[config.mk]
export PLATFORM = sky130hd
export DESIGN_NAME = alu_control_pipe
export DESIGN_NICKNAME = d
export VERILOG_FILES = /design/src/rtl/alu_control_pipe.sv
export SDC_FILE = /design/constraint.sdc
export NUM_CORES = 1
export LEC_CHECK = 0
export CORE_UTILIZATION = 25
export CTS_BUF_LIST = sky130_fd_sc_hd__clkbuf_16
export DETAILED_ROUTE_END_ITERATION = 16
export GPL_TIMING_DRIVEN = 0
export PLACE_DENSITY = 0.58
export SLEW_MARGIN = 25
export SYNTH_ARGS = -nofsm -noshare
export SYNTH_HDL_FRONTEND = slang
export SYNTH_SLANG_ARGS = --single-unit
[constraint.sdc]
create_clock -name clk -period 7 [get_ports clk]
set_input_delay 2.1 -clock clk [delete_from_list [all_inputs] [get_ports clk]]
set_output_delay 2.1 -clock clk [all_outputs]
set_load 0.02 [all_outputs]
[src/rtl/alu_control_pipe.sv]
// Registered ALU control decoder for the EX stage.
// Decodes ALUOp/funct one cycle after accept, flags unknown R-type functs and
// sequences multi-cycle mult/div ops by holding off issue while they run.
module alu_control_pipe #(
    parameter int unsigned CTRL_W     = 4,
    parameter int unsigned MUL_CYCLES = 4,
    parameter int unsigned DIV_CYCLES = 32,
    parameter int unsigned CNT_W      = 6
) (
    input  logic              clk,
    input  logic              rst_n,
    input  logic              in_valid,
    output logic              in_ready,
    input  logic [2:0]        alu_op,
    input  logic [5:0]        funct,
    input  logic              stall,
    input  logic              flush,
    output logic              out_valid,
    output logic [CTRL_W-1:0] alu_ctrl,
    output logic              illegal,
    output logic              md_busy,
    output logic              md_done
);

    typedef enum logic [0:0] {StIdle, StMdBusy} state_e;

    state_e            state_q, state_d;
    logic [CNT_W-1:0]  cnt_q, cnt_d;
    logic              md_done_q, md_done_d;
    logic              out_valid_q, out_valid_d;
    logic [CTRL_W-1:0] alu_ctrl_q, alu_ctrl_d;
    logic              illegal_q, illegal_d;

    logic [3:0] dec_code;
    logic       dec_illegal;
    logic       accept;
    logic       dec_is_md;

    // Combinational decode of ALUOp and, for R-type, the funct field.
    always_comb begin
        dec_code    = 4'b0000;
        dec_illegal = 1'b0;
        unique case (alu_op)
            3'b000: dec_code = 4'b0000;
            3'b001: dec_code = 4'b0001;
            3'b011: dec_code = 4'b0010;
            3'b100: dec_code = 4'b0011;
            3'b101: dec_code = 4'b1000;
            3'b110: dec_code = 4'b0110;
            3'b111: dec_code = 4'b1011;
            3'b010: begin
                case (funct)
                    6'b100000, 6'b100001: dec_code = 4'b0000;
                    6'b100010, 6'b100011: dec_code = 4'b0001;
                    6'b100100:            dec_code = 4'b0010;
                    6'b100101:            dec_code = 4'b0011;
                    6'b100110:            dec_code = 4'b0110;
                    6'b100111:            dec_code = 4'b1001;
                    6'b101010:            dec_code = 4'b1000;
                    6'b101011:            dec_code = 4'b1010;
                    6'b000000:            dec_code = 4'b0100;
                    6'b000010:            dec_code = 4'b0101;
                    6'b000011:            dec_code = 4'b0111;
                    6'b011000:            dec_code = 4'b1100;
                    6'b011001:            dec_code = 4'b1101;
                    6'b011010:            dec_code = 4'b1110;
                    6'b011011:            dec_code = 4'b1111;
                    default: begin
                        dec_code    = 4'b0000;
                        dec_illegal = 1'b1;
                    end
                endcase
            end
            default: dec_code = 4'b0000;
        endcase
    end

    assign in_ready  = (state_q == StIdle) && !stall;
    assign accept    = in_valid && in_ready;
    // Only the mult/div functs decode into the 11xx range.
    assign dec_is_md = (dec_code[3:2] == 2'b11);

    // Mult/div sequencer next state; the counter runs regardless of stall.
    always_comb begin
        state_d   = state_q;
        cnt_d     = cnt_q;
        md_done_d = 1'b0;
        if (flush) begin
            state_d = StIdle;
            cnt_d   = '0;
        end else begin
            unique case (state_q)
                StIdle: begin
                    if (accept && dec_is_md) begin
                        state_d = StMdBusy;
                        cnt_d   = dec_code[1] ? CNT_W'(DIV_CYCLES - 1)
                                              : CNT_W'(MUL_CYCLES - 1);
                    end
                end
                StMdBusy: begin
                    if (cnt_q == '0) begin
                        state_d   = StIdle;
                        md_done_d = 1'b1;
                    end else begin
                        cnt_d = cnt_q - CNT_W'(1);
                    end
                end
                default: state_d = StIdle;
            endcase
        end
    end

    // Output register next state: flush beats stall beats accept.
    always_comb begin
        out_valid_d = out_valid_q;
        alu_ctrl_d  = alu_ctrl_q;
        illegal_d   = illegal_q;
        if (flush) begin
            out_valid_d = 1'b0;
            illegal_d   = 1'b0;
        end else if (stall) begin
            out_valid_d = out_valid_q;
        end else if (accept) begin
            out_valid_d = 1'b1;
            alu_ctrl_d  = CTRL_W'(dec_code);
            illegal_d   = dec_illegal;
        end else begin
            out_valid_d = 1'b0;
        end
    end

    // State and output registers with synchronous active-low reset.
    always_ff @(posedge clk) begin
        if (!rst_n) begin
            state_q     <= StIdle;
            cnt_q       <= '0;
            md_done_q   <= 1'b0;
            out_valid_q <= 1'b0;
            alu_ctrl_q  <= '0;
            illegal_q   <= 1'b0;
        end else begin
            state_q     <= state_d;
            cnt_q       <= cnt_d;
            md_done_q   <= md_done_d;
            out_valid_q <= out_valid_d;
            alu_ctrl_q  <= alu_ctrl_d;
            illegal_q   <= illegal_d;
        end
    end

    assign out_valid = out_valid_q;
    assign alu_ctrl  = alu_ctrl_q;
    assign illegal   = illegal_q;
    assign md_busy   = (state_q == StMdBusy);
    assign md_done   = md_done_q;

endmodule

==> run notes, run 1 <==
Implementation numbers.

- The power consumed by the clock network is between 0.1 and 0.15 mW.
- The first-pass GRT wire length is 3.60 mm.
- The final timing summary puts the cycle share of the worst path at roughly 78%.
- The synthesis-to-layout area growth is 38.9%.
- The warning tally printed by Yosys for this design is 0.
- The met3 routing resource usage after global routing is under 10%.
- In the final layout, clock buffers and inverters account for 6.37% of the cell area.
- The group drawing the most power is the clock network.
- For this run, the number of standard cells in the final layout without fillers is between 150 and 200.
- The well tap count is between 40 and 50.
- In the global route stage, overall resource usage came out at a little over an eighth.
- The critical path data arrival time is roughly 3300 ps.
- The setup check on the worst reg-to-reg path leaves a slack of slightly above 5000 ps.
- The routed via count is between 900 and 1000.
- The wire length after detailed routing is between 2 and 2.5 mm.
- Once the clock tree was built, the resizer swapped 0 gates to a different size.
- The final layout contains a sequential cell count of 14.
- The source of the critical timing path is stall.
- The largest cell class by area is logic gates.
- The share of flip-flops with an asynchronous set or reset after synthesis is 0%.
- Per the cell usage report, the commonest logic cells after layout are sky130_fd_sc_hd__clkdlybuf4s50_1, sky130_fd_sc_hd__dfxtp_1, sky130_fd_sc_hd__nand2_1, sky130_fd_sc_hd__nor2_1, sky130_fd_sc_hd__o21ai_0.
- The TritonCTS sink count is 14.
- For the completed layout, the total cell area is recorded as between 1000 and 1500 sq um.
- Synthesis inferred 14 register bits.
- The critical-path maximum fanout is 3.
- Clock tree synthesis selected as its root buffer the cell sky130_fd_sc_hd__clkbuf_16.
- The post-synthesis cell count is 111.
- The most common cell in the synthesized netlist is sky130_fd_sc_hd__dfxtp_1.
- The synthesized design contains 0 enable-type register cells.
- Global route summary, busiest routing layer listed as met2.
- The count of multi-input combinational gates is 91.
- The flow ran to the end, and the final reports show no timing, DRC or antenna violations.
- The depth of the worst hold-timing path is 2.
- In this run the mean area of a mapped cell was 8.03 sq um.
- The startpoint identified for the worst register-to-register timing path is cnt_q[0].
- The number of nets with antenna violations after routing is 0.
- The clock buffer count is 3.
- The fraction of power consumed by sequential logic is between 30 and 40%.
- In this run the deepest clock path goes through 2 buffers.
- The register cell area after layout is 280 sq um.
- The cell total in the yosys stat output is around 110.
Fig. 1: run 1, PDN straps and rails
(8 px per micron) Pins as bars on the die edge. Tap cells in grey.
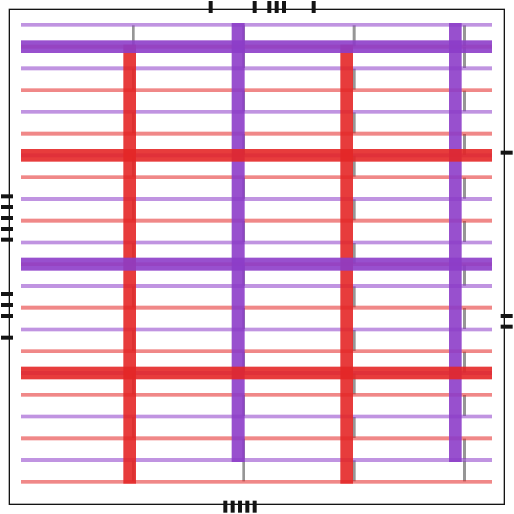
| colour | net |
|---|---|
| purple | VDD |
| red | VSS |
tap cells: 46
met1 rails: 22
signal pins: 23

Fig. 2: run 1, cell classes on the final placement
(8 px per micron) Fill, decap, tap and diode cells in grey.
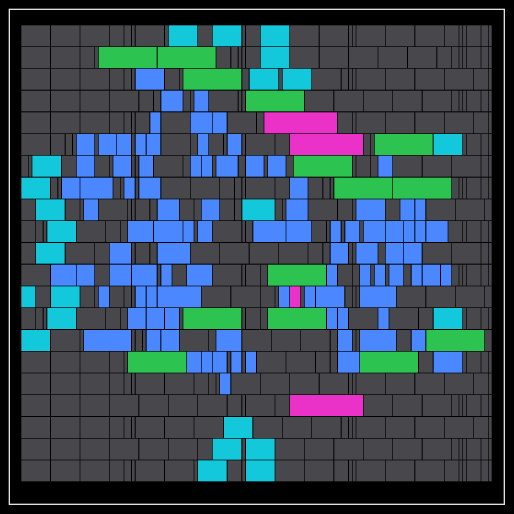
| colour | class | cells |
|---|---|---|
| cyan | remaining buffers and delay cells | 23 |
| blue | combinational and other logic | 95 |
| green | sequential cells | 14 |
| magenta | clock drivers and dummy loads | 4 |

Fig. 3: run 1, clock network drawn from the DEF
(6 px per micron)
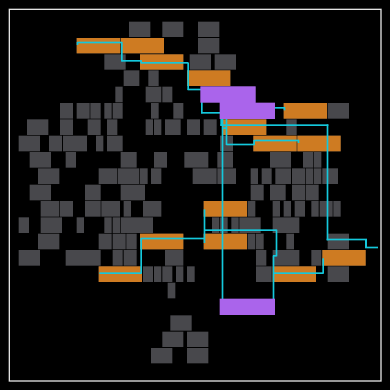
[purple] clock drivers | count: 3
[cyan] clock wires | length: 227 microns
[orange] flip-flops | count: 14
routed clock nets: 4

Fig. 4: run 1, routed metal, one colour a layer
(8 px per micron)
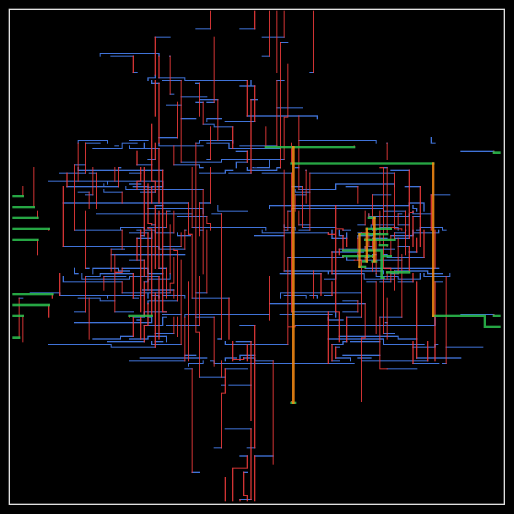
| colour | layer | wire length |
|---|---|---|
| red | metal 2 | 1000 microns |
| orange | metal 4 | 64.6 microns |
| green | metal 3 | 96.8 microns |
| blue | metal 1 | 991 microns |

Fig. 5: run 1, routing congestion
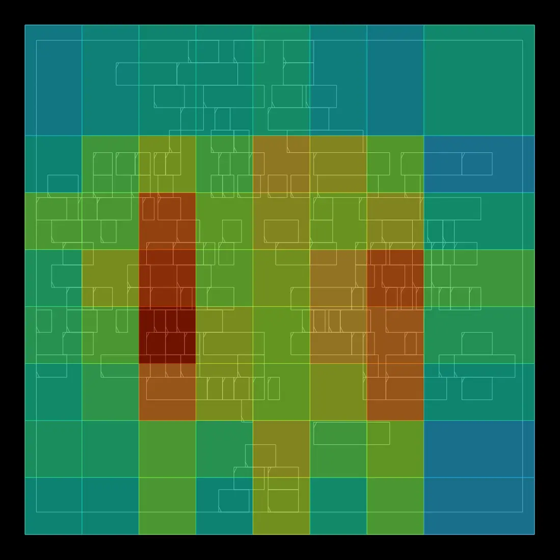

==> run 2, diff against run 1 <==
- PLACE_DENSITY: 0.58 -> 0.59
- clock period: 7 -> 4.6 ns (I/O delays scaled with it)
Fig. 6: run 2, routing congestion
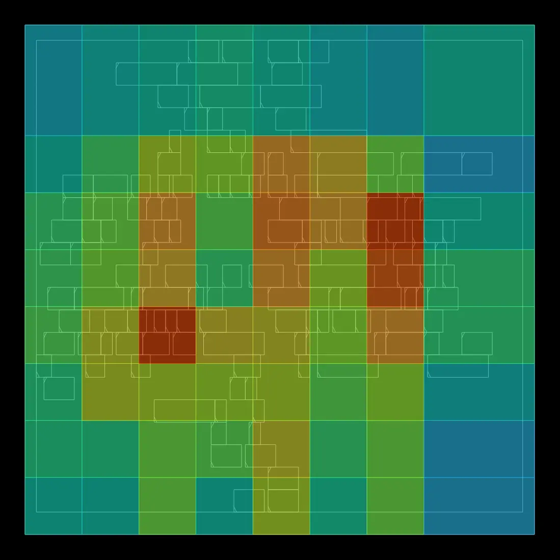
met1 track demand over resource: 15.8%
met3 usage in global routing: 2.69%
layer with the highest usage after global routing: met2
met2 Track Usage GR: 21.7%
total routing resource utilization after global routing: 12.9%

Fig. 7: run 2, PDN straps and rails
(8 px per micron) Pins as bars on the die edge. Tap cells in grey.
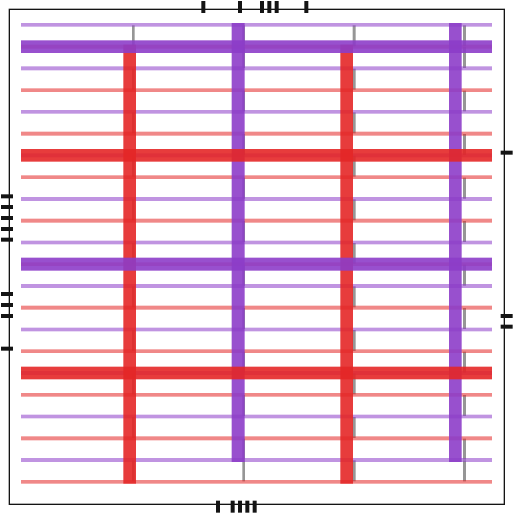
| colour | net |
|---|---|
| purple | VDD |
| red | VSS |
tap cells: 46
rows: 21
signal pins: 23
met5 straps: 4
met4 straps: 4
die boundary height: 61.7 microns
core outline area: 3360 sq um
Die X: 61.7 microns
VDD IR-drop max: 0.000110 V

==> run 2 against run 1 <==
  * Hold slack gained 2.9 ps
  * Clock skew is essentially flat
  * Die area is the same
  * Total power grew 50%
  * Sequential cell count is the same
  * Sequential power grew 52%
  * Largest cell class unchanged
  * Synthesized area is the same
==> run notes, run 2 <==
Implementation numbers.

- The synthesis-to-layout area growth came to 38.9% (unchanged).
- The clock buffer count came to 3 (unchanged).
- The library cells used most frequently in the layout, excluding fill and tap cells, are sky130_fd_sc_hd__clkdlybuf4s50_1, sky130_fd_sc_hd__dfxtp_1, sky130_fd_sc_hd__nand2_1, sky130_fd_sc_hd__nor2_1, sky130_fd_sc_hd__o21ai_0.
- The post-synthesis cell count is 111 (unchanged).
- The number of synthesized register bits is 14 (unchanged).
- The cell at the root of the clock tree is sky130_fd_sc_hd__clkbuf_16.
- Looking at the reg2reg group, the worst path starts from cnt_q[0].
- The well tap count is 46 (unchanged).
- The wire length after detailed routing came to 2.05 mm (-5.0%).
- Ranked by total area, the top cell class in this layout is logic gates.
- The buffer depth of the longest clock path was 2 (unchanged).
- The number of nets with antenna violations after routing is 0 (unchanged).
- The number of cells in the finished layout apart from fillers was 182 (unchanged).
- Dividing the final minimum period by the clock period gives around 87%.
- The fraction of power consumed by sequential logic is 37.5% (+0.5 points).
- The final design instance area without fill is 1240 sq um (unchanged).
- The launch point of the critical path was reported as stall.
- The power consumed by the clock network is 0.161 mW (+49%).
- The setup slack on the worst flop-to-flop path is 2780 ps (-2390 ps).
- The total of warnings raised by yosys is 0 (unchanged).
- The synthesis stats list as the most numerous cell sky130_fd_sc_hd__dfxtp_1.
- The count of multi-input combinational gates is 91 (unchanged).
- The run finished with clean final reports.
No activity file was given, so power comes from the tool's default toggle rates.
